==> config.mk <==
export PLATFORM = sky130hd
export DESIGN_NAME = mem_initiator
export DESIGN_NICKNAME = d
export VERILOG_FILES = /design/src/rtl/mem_initiator.sv
export SDC_FILE = /design/constraint.sdc
export NUM_CORES = 1
export LEC_CHECK = 0
export ABC_AREA = 1
export CORE_ASPECT_RATIO = 1.1
export CORE_MARGIN = 10
export CORE_UTILIZATION = 30
export DETAILED_ROUTE_END_ITERATION = 12
export MAX_ROUTING_LAYER = met4
export PLACE_DENSITY_LB_ADDON = 0.2
export SYNTH_ARGS = -nofsm -noshare
export SYNTH_HDL_FRONTEND = slang
export SYNTH_SLANG_ARGS = --single-unit
==> constraint.sdc <==
create_clock -name clk -period 2.8 [get_ports clk]
set_input_delay 0.56 -clock clk [delete_from_list [all_inputs] [get_ports clk]]
set_output_delay 0.56 -clock clk [all_outputs]
set_load 0.02 [all_outputs]
**Cell area per tile**

The bar under the picture is 50 um long. The die is cut into 17 by 18 equal tiles; black is low, pale yellow is high, 0 to 100% covered.
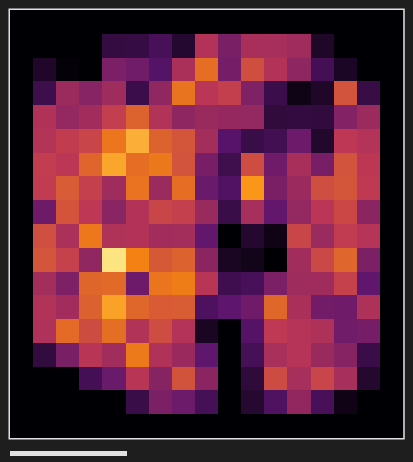
nearly empty tiles: 28%
mean over tiles: 29%
tiles over 75% full: 1.6%
densest ninth of the die: west
fullest tile: 94%
fp_density: 0.307
Final Util: 0.399
Core Area: 0.0238 mm^2

**Metal 1**

The bar under the picture is 50 um long.
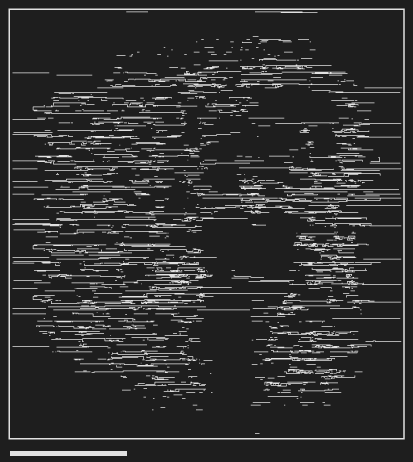
longest straight run: 51.5 um
share of all routed wire: 46%
nets with wire on the layer: 864
met1 track demand over resource: 0.141
DR vias: 5401
drt total wl: 18500 um

**Metal 2**

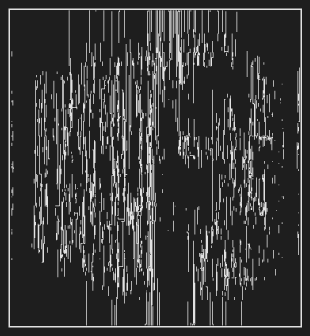
share of all routed wire: 49%
main direction: vertical
nets with wire on the layer: 673
longest straight run: 72.8 um
wire length on this layer: 9000 um
met2 Usage GRT: 0.204

**Routing congestion map**

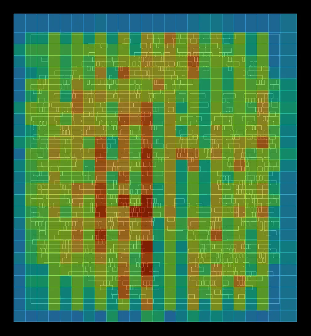
GRT Util Overall: 0.122
grt met3 use: 0.0280

**Signal metal coverage by tile**

The bar under the picture is 50 um long. The die is cut into 34 by 37 equal tiles; black is low, pale yellow is high, scaled to the fullest tile. Values are wire area over tile area, all layers added.
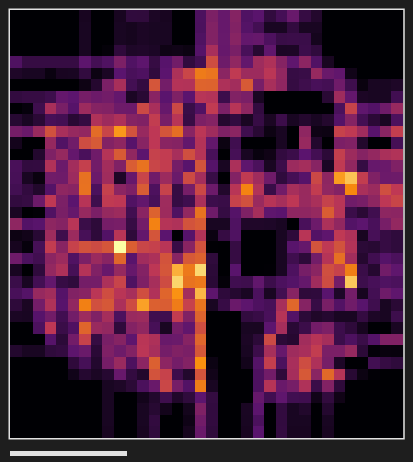
tiles over half the peak: 11%
nearly empty tiles: 22%
emptiest ninth of the die: north-east
fullest tile: 0.41
mean over tiles: 0.093
WL per Instance: 15.6 um

==> job_summary.md <==
## PnR job results

| Metric | Value |
|---|---|
| Crit-path max FO | 14 |
| GRT Max-Usage Layer | met2 |
| Detailed placement HPWL | 12100 um |
| Data arrival at the endpoint of the critical path | 2.08 ns |
| FF/Latch Area | 0.00459 mm^2 |
| Max Fclk | 0.378 GHz |
| Max reg flops | 92 |
| # DRC | 0 |
| Iter 0 DRT Violations | 218 |
| Tap cells | 305 |
| First-pass GRT wire length | 29600 um |
| Clk sinks | 183 |
| Comb. pwr | 0.00240 W |
| Max Root-Sink Buffers | 2 |
| Postcts setup bufs | 0 |
| Initial antenna violation count | 0 |
| Syn. warnings | 0 |
| Synth Seq Share | 0.629 |
| Final WS setup | 0.157 ns |
| Post-synthesis cell area | 0.00729 mm^2 |
| Clock buffer cells | 19 |
| Sw Share | 0.339 |
| Die height | 184 um |
| Max Clock Skew | 0.00836 ns |
| Inverter count | 53 |
| Dpl ws | 0.394 ns |
| Overflow after GRT | 0 |
| Met3 wire length | 771 um |
| Yosys stat area | 0.00729 mm^2 |
| Crit path max-delay family | buffers and inverters |
| Number of synthesized flops with an enable pin | 92 |
| Clk pwr share | 0.306 |
| WS Path Type | register to primary output |
| Logic share of the area | 0.247 |
| Power Total | 0.00831 W |
| Gpl congestion | 0.738 |
| Area grow syn2layout | 30.0% |
| Port Buffer Count | 125 |
| Share of power burned in registers | 0.405 |
| Synth area leader | edfxtp_1 |
| Maximum vdd ir drop | 0.396 mV |
| Final setup vio count | 0 |
| CP Cell Sequence | buf_4, nand2_1, nand2_1, nand4_1, clkdlybuf4s50_1 |
| Ys flops | 183 |
| Hold Path Depth | 2 |
| CTS clk-pin slew, worst paths | 0.07 ns |
| P_int | 0.00549 W |
| Max Cap Viol | 0 |
| Largest net degree at the start of global routing | 56 |
| Fill count | 2372 |
| Highest Signal Layer | met4 |
| H-tree depth | 4 |
| Placed cells | 1156 |
| Seq area share | 0.484 |
| Hold slack | 0.461 ns |
| Dominant cell area share | 0.379 |
| CP Capture Type | primary output |
| Max-area cell class | registers |
| Antenna-violating nets left | 0 |
| Dpl cell area | 0.00886 mm^2 |
| Post-route setup TNS | 0 ns |
| Slowest-stage cell, CP | clkdlybuf4s50_1 |
| RSZ-0062 raised after global routing | false |
| Minimum clock period | 2.64 ns |
| Biggest consumer | sequential cells |
| Root buf cell | clkbuf_16 |
| Via density | 4.55 |
| Synth Instances | 744 |
| CTS tree | yes |
| Status | completed |
| NetSw | 0.00282 W |
| Tool warnings | 30 |
| Setup crit start kind | register |
| Seq_cells | 183 |
| Largest stage delay, worst path | 0.64 ns |
synthesized netlist by cell type, types with 4 or more instances:
library cell    n
buf_2          10
a21oi_1        63
buf_6           4
xor2_1          4
o21ai_0        69
clkbuf_1       15
nand2_1       126
nand2_2         4
inv_1          46
nor2_1        109
o22ai_1        23
nor3_1         10
inv_2           4
nand4_1         6
dfxtp_1        91
ha_1            9
edfxtp_1       92
nand3_1        33
cell usage in the layout (no fill, tap or decap), types with 2 or more instances in the layout:
| cell type | instances |
|---|---|
| bufinv_16 | 3 |
| nand2_2 | 4 |
| o22ai_1 | 23 |
| nand3b_1 | 2 |
| nor2_2 | 5 |
| nor2_4 | 3 |
| dfxtp_1 | 90 |
| inv_8 | 3 |
| xor2_1 | 4 |
| nand4_1 | 6 |
| nand3_2 | 2 |
| edfxtp_1 | 92 |
| clkbuf_16 | 17 |
| inv_1 | 46 |
| nor2_1 | 105 |
| clkdlybuf4s50_1 | 124 |
| nor3_1 | 10 |
| inv_2 | 4 |
| clkbuf_1 | 2 |
| a21oi_1 | 63 |
| inv_6 | 3 |
| clkinv_2 | 3 |
| nand3_4 | 2 |
| buf_4 | 14 |
| nand3_1 | 33 |
| nand2_1 | 126 |
| nand2_4 | 2 |
| o21ai_0 | 69 |
| ha_1 | 9 |
cells by family (layout without fill, tap and decap cells):
| family | after synthesis | after routing | synth area share |
|---|---|---|---|
| xor gates and xnor gates | 5 | 5 | 0.00601 |
| DFF | 183 | 183 | 0.629 |
| buffers and inverters | 85 | 224 | 0.0515 |
| adders and majority gates | 9 | 9 | 0.0154 |
| AOI/OAI and AO/OA | 156 | 156 | 0.111 |
| and+or+nand+nor | 306 | 306 | 0.187 |
timing repair:
| item | in CTS | in global routing |
|---|---|---|
| setup endpoints to repair | 0 | 1 |
| hold buffers | 0 | 0 |
| resized | 0 | 1 |
Power figures rest on the tool's default switching activity, not on a simulated workload.
